===== src/rtl/alu_arb_pkg.sv =====
// rtl/alu_arb_pkg.sv - shared constants for the ALU round-robin arbiter/sequencer
package alu_arb_pkg;

    localparam int DEF_OP_W   = 3;
    localparam int DEF_DATA_W = 8;

    // Sequencer states
    localparam logic [1:0] IDLE    = 2'd0;
    localparam logic [1:0] ISSUE   = 2'd1;
    localparam logic [1:0] CAPTURE = 2'd2;

    // Requester IDs
    localparam logic REQ0 = 1'b0;
    localparam logic REQ1 = 1'b1;

endpackage


===== src/rtl/rr_arbiter2.sv =====
// rtl/rr_arbiter2.sv - two-way round-robin grant from valids and the last grant
module rr_arbiter2
    import alu_arb_pkg::*;
(
    input  logic valid0,
    input  logic valid1,
    input  logic last_grant,
    output logic grant_valid,
    output logic grant
);

    // A lone requester always wins; under contention the one not served last wins
    always_comb begin
        grant_valid = valid0 | valid1;
        grant       = REQ0;
        if (valid0 && valid1) begin
            grant = ~last_grant;
        end else if (valid1) begin
            grant = REQ1;
        end
    end

endmodule


===== src/rtl/alu8bit_arbiter.sv =====
// rtl/alu8bit_arbiter.sv - two-requester sequencer for the shared ALU (optional ALU_ARB_STATS_EN)
module alu8bit_arbiter
    import alu_arb_pkg::*;
#(
    parameter int OP_W   = DEF_OP_W,
    parameter int DATA_W = DEF_DATA_W
) (
    input  logic                clk,
    input  logic                rst,
    input  logic                req0_valid,
    output logic                req0_ready,
    input  logic [OP_W-1:0]     req0_opcode,
    input  logic [DATA_W-1:0]   req0_a,
    input  logic [DATA_W-1:0]   req0_b,
    input  logic                req1_valid,
    output logic                req1_ready,
    input  logic [OP_W-1:0]     req1_opcode,
    input  logic [DATA_W-1:0]   req1_a,
    input  logic [DATA_W-1:0]   req1_b,
    output logic [OP_W-1:0]     alu_opcode,
    output logic [DATA_W-1:0]   alu_op1,
    output logic [DATA_W-1:0]   alu_op2,
    input  logic [2*DATA_W-1:0] alu_result,
    input  logic                alu_flagC,
    input  logic                alu_flagZ,
    output logic                rsp_valid,
    output logic                rsp_id,
    output logic [2*DATA_W-1:0] rsp_result,
    output logic                rsp_c,
    output logic                rsp_z
`ifdef ALU_ARB_STATS_EN
    ,
    output logic [15:0]         stat_cnt0,
    output logic [15:0]         stat_cnt1
`endif
);

    logic [1:0] state;
    logic       last_grant;
    logic       grant;
    logic       grant_valid;
    logic       fire;

    rr_arbiter2 u_rr (
        .valid0      (req0_valid),
        .valid1      (req1_valid),
        .last_grant  (last_grant),
        .grant_valid (grant_valid),
        .grant       (grant)
    );

    // Only IDLE accepts work; the arbiter guarantees at most one ready
    assign fire       = (state == IDLE) && grant_valid;
    assign req0_ready = (state == IDLE) && req0_valid && (grant == REQ0);
    assign req1_ready = (state == IDLE) && req1_valid && (grant == REQ1);

    // Sequencer: latch operands on accept, wait one cycle for the ALU, capture result.
    // last_grant doubles as the owner ID of the in-flight op.
    always_ff @(posedge clk or posedge rst) begin
        if (rst) begin
            state      <= IDLE;
            last_grant <= REQ1;
            alu_opcode <= '0;
            alu_op1    <= '0;
            alu_op2    <= '0;
            rsp_valid  <= 1'b0;
            rsp_id     <= REQ0;
            rsp_result <= '0;
            rsp_c      <= 1'b0;
            rsp_z      <= 1'b0;
        end else begin
            rsp_valid <= 1'b0;
            case (state)
                IDLE: begin
                    if (fire) begin
                        last_grant <= grant;
                        alu_opcode <= grant ? req1_opcode : req0_opcode;
                        alu_op1    <= grant ? req1_a : req0_a;
                        alu_op2    <= grant ? req1_b : req0_b;
                        state      <= ISSUE;
                    end
                end
                ISSUE: begin
                    state <= CAPTURE;
                end
                CAPTURE: begin
                    rsp_valid  <= 1'b1;
                    rsp_id     <= last_grant;
                    rsp_result <= alu_result;
                    rsp_c      <= alu_flagC;
                    rsp_z      <= alu_flagZ;
                    state      <= IDLE;
                end
                default: begin
                    state <= IDLE;
                end
            endcase
        end
    end

`ifdef ALU_ARB_STATS_EN
    // Per-requester completed-response counters, saturating at all-ones
    always_ff @(posedge clk or posedge rst) begin
        if (rst) begin
            stat_cnt0 <= 16'h0000;
            stat_cnt1 <= 16'h0000;
        end else if (rsp_valid) begin
            if (rsp_id == REQ0 && stat_cnt0 != 16'hFFFF) begin
                stat_cnt0 <= stat_cnt0 + 16'd1;
            end
            if (rsp_id == REQ1 && stat_cnt1 != 16'hFFFF) begin
                stat_cnt1 <= stat_cnt1 + 16'd1;
            end
        end
    end
`endif

endmodule


===== config.mk =====
export PLATFORM = sky130hd
export DESIGN_NAME = alu8bit_arbiter
export DESIGN_NICKNAME = d
export VERILOG_FILES = /design/src/rtl/alu_arb_pkg.sv /design/src/rtl/rr_arbiter2.sv /design/src/rtl/alu8bit_arbiter.sv
export SDC_FILE = /design/constraint.sdc
export NUM_CORES = 1
export LEC_CHECK = 0
export CELL_PAD_IN_SITES_DETAIL_PLACEMENT = 1
export CELL_PAD_IN_SITES_GLOBAL_PLACEMENT = 2
export CORE_MARGIN = 5
export CORE_UTILIZATION = 22
export CTS_BUF_LIST = sky130_fd_sc_hd__clkbuf_16
export DETAILED_ROUTE_END_ITERATION = 10
export PLACE_DENSITY = 0.81
export SLEW_MARGIN = 0
export SYNTH_ARGS = -nofsm -noshare
export SYNTH_HDL_FRONTEND = slang
export SYNTH_SLANG_ARGS = --single-unit

===== constraint.sdc =====
create_clock -name clk -period 1.6 [get_ports clk]
set_input_delay 0.24 -clock clk [delete_from_list [all_inputs] [get_ports clk]]
set_output_delay 0.24 -clock clk [all_outputs]
set_load 0.05 [all_outputs]

**Signal wires by layer**

Bar = 20 um.
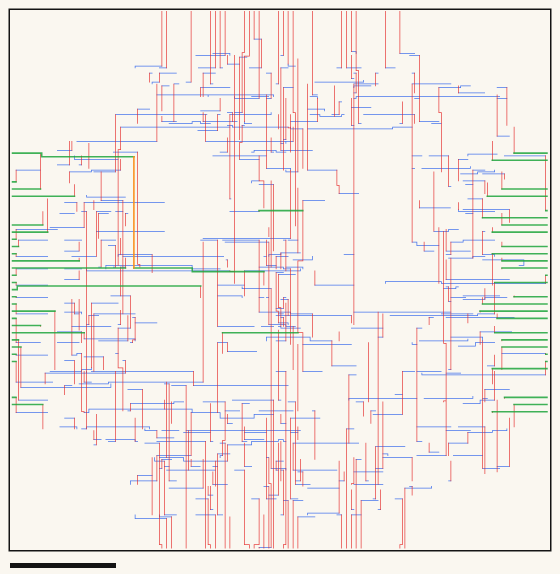
met2 -> red  # wire length 2,540 um
met3 -> green  # wire length 432 um
met4 -> orange  # wire length 21.1 um
met1 -> blue  # wire length 1,850 um
final wirelength: 4.85 mm
mean routed wirelength per cell: 14.6 um
global router's overall resource usage: 9.45%
total via count after detailed routing: 1,347

**Routing congestion map**

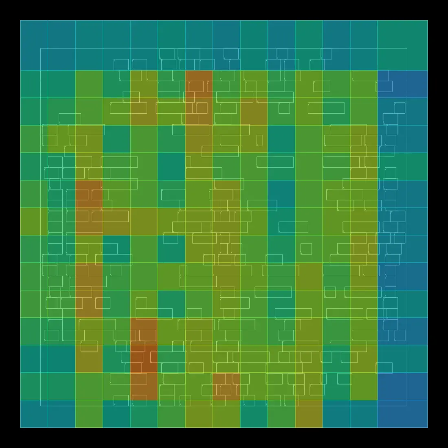
final standard cell utilization of the core: 38.5%
met3 track demand over resource: 3.41%
global route hottest layer: met2

==> flow_metrics.py <==
# Synthesis and PnR figures
metrics = {
    "run_status": {
        "status": "finished clean",
    },
    "yosys": {
        "fp_nets": 176,
        "fa_ha_area_share_pct": 0,
        "yosys-top-cells-area": "dfrtp_1 (55%), mux2_2 (23%), mux2_4 (14%), dfstp_2 (1.4%), buf_6 (1.2%)",
        "synthesis.area_per_instance_um2": 16.1,
        "yosys-stat-cells": 116,
        "yosys.area.top_type_share_pct": 54.8,
        "synth_top_cell_by_count": "dfrtp_1",
        "seq_area_frac_synth_pct": 56.2,
        "ys_ff": 42,
        "synth-edff-count": 0,
        "ys_sh_aoi_pct": 1.74,
        "ys_sh_xor_pct": 0,
        "synthesis.instances": 116,
        "synthMuxAreaShare_pct": 37.9,
        "synthTopLogicFamily": "multiplexers",
        "synth.cell_area_um2": 1870,
        "yosys-top-cells-count": "dfrtp_1 (41), mux2_2 (39), mux2_4 (18)",
        "yosys.area.top_type": "dfrtp_1",
        "synth-simple-area-share_pct": 1.47,
        "yosys-stat-area_um2": 1870,
        "synthFlopType": "dfrtp_1",
    },
    "final_layout": {
        "area_overhead_vs_synth_pct": 70.1,
        "mostFrequentLayoutCells": "clkdlybuf4s50_1 (59), buf_4 (45), dfrtp_1 (41)",
        "layout_top_registers": "rsp_result (16), alu_op1 (8), alu_op2 (8)",
        "top_register": "rsp_result",
        "diodes": 0,
        "final-instance-count-excl-fill": 333,
        "fin_area_um2": 3180,
        "final_layout_top_logic_cell": "clkdlybuf4s50_1",
        "nets": 287,
        "n_fill_cell": 882,
        "drive_above_1_share_pct": 53.5,
    },
    "clocking": {
        "post_cts_resize_count": 3,
        "clk_pin_slew_worst_paths_ns": 0.06,
        "htree_num_levels": 2,
        "clk_path_buf_depth": 2,
        "tritoncts_clock_tree": "done",
        "post_cts_hold_buffer_count": 0,
        "clk_latency_ns": 0.28,
        "numCtsBuffers": 5,
        "tritoncts_num_sinks": 42,
        "clockRootBuffer": "clkbuf_16",
        "postCtsSetupRepairBufs": 1,
    },
    "global_routing": {
        "global_route_wire_length_before_repair_mm": 7.63,
        "grt_remaining_overflow": 0,
        "largest_net_degree_at_the_start_of_global_routing": 22,
        "antenna_found_initial": 0,
        "first_global_vias": 1526,
        "use_met1_pct": 10.7,
        "global_route_met2_utilization_pct": 16.8,
    },
    "final_timing": {
        "clock.fmax_mhz": 632,
        "timing.final.setup_violations": 0,
        "setup_total_negative_slack_ns": 0,
        "layout_min_cycle_time_ns": 1.58,
        "hold_viol": 0,
        "worst_slew_pin_slew_ns": 0.282,
        "setup_ws_ns": 0.0170,
        "final_worst_clock_skew_ns": 0.00578,
        "period_utilisation_layout_pct": 98.9,
        "rsz0062_at_grt": "true",
        "slew_viol_final": 0,
        "holdWs_ns": 0.319,
    },
    "routing": {
        "wl_met1_mm": 1.85,
        "topRoutingLayerUsed": "met4",
        "met2WireLength_mm": 2.54,
        "drtPass1Iterations": 3,
        "drt-initial-drc-count": 16,
        "ant_nets": 0,
        "met3_length_um": 431,
        "detail_route.drc_violations": 0,
        "avgViaCountPerCell": 4.05,
    },
    "power_and_ir_drop": {
        "power.clock.fraction_pct": 13.1,
        "largestPowerGroup": "combinational cells",
        "netSwitchingPower_uw": 3320,
        "irDropWorstVdd_uv": 683,
        "cellLeakagePower_uw": 0.00143,
        "part_of_the_total_power_dissipated_in_combinational_logic_pct": 60.2,
        "combinationalPower_uw": 4370,
        "p_int_uw": 3950,
        "cellPowerDensity_nw_per_um2": 2280,
        "power.share.switching_pct": 45.7,
        "clk-power_uw": 951,
        "pwr-share-seq_pct": 26.7,
        "pwr.group.sequential_uw": 1940,
    },
    "setup_path": {
        "worst_path_max_delay_cell": "dfstp_2",
        "worst-r2r-setup-slack_ns": 0.04,
        "worst-path-stages": 3,
        "worst_setup_path_endpoint": "req0_ready",
        "data_required_critical_path_ns": 1.36,
        "worstSetupPathType": "flop to output port",
        "critPathTopFamily": "flip-flops",
        "critical_path.n_buffers_inverters": 1,
        "critPathArrivalTime_ns": 1.34,
        "critical_path_capture_point_type": "output port",
        "startpoint": "last_grant",
        "crit-reg2reg-capture": "alu_op1[7]",
        "r2r-start": "last_grant",
        "critical_path_peak_fanout": 3,
        "worstRegToRegCells": 4,
        "cp-start-kind": "flop",
        "cpPeakStageDelay_ns": 0.57,
    },
    "floorplan": {
        "fp.dieW_um": 102,
        "floorplan.die.height_um": 102,
        "core_area_um2": 8260,
        "io-pin-count": 101,
        "num_rows": 33,
        "fp.dieArea_um2": 10500,
        "fp-utilization_pct": 22.7,
    },
    "place": {
        "place.gp.congestion": 0.629,
        "half_perimeter_wire_length_of_the_detailed_placement_result_mm": 3.66,
        "preCtsSetupSlack_ns": -0.368,
        "place_inst": 323,
        "placement.io_buffers": 100,
        "total_placed_instance_area_um2": 2980,
    },
    "job": {
        "log.warning_count": 28,
        "max-cap-violations": 0,
    },
}
[worst min-delay path by stage]
stage | start | to | slack [ns] | cells past startpoint
2_1_floorplan | req0_valid | last_grant | 0.31 | 1
3_5_place_dp | alu_op1[5] | alu_op1[5] | 0.50 | 1
3_3_place_gp | state[1] | state[1] | 0.47 | 1
6_report | rst | rsp_result[8] | 0.32 | 3
4_1_cts | rst | rsp_result[8] | 0.33 | 3
5_1_grt | rst | rsp_result[8] | 0.37 | 3
[cell type report]
class / count / area, um^2 / share of cell area (%)
multi-input combinational: 67 / 826 / 25.9
tap: 105 / 131 / 4.13
sequential: 42 / 1050 / 33.1
inverter: 2 / 7.51 / 0.236
clock buffer: 5 / 125 / 3.93
timing repair buffer: 109 / 1030 / 32.3
clock inverter: 3 / 12.5 / 0.393
No activity file was given, so power comes from the tool's default toggle rates.
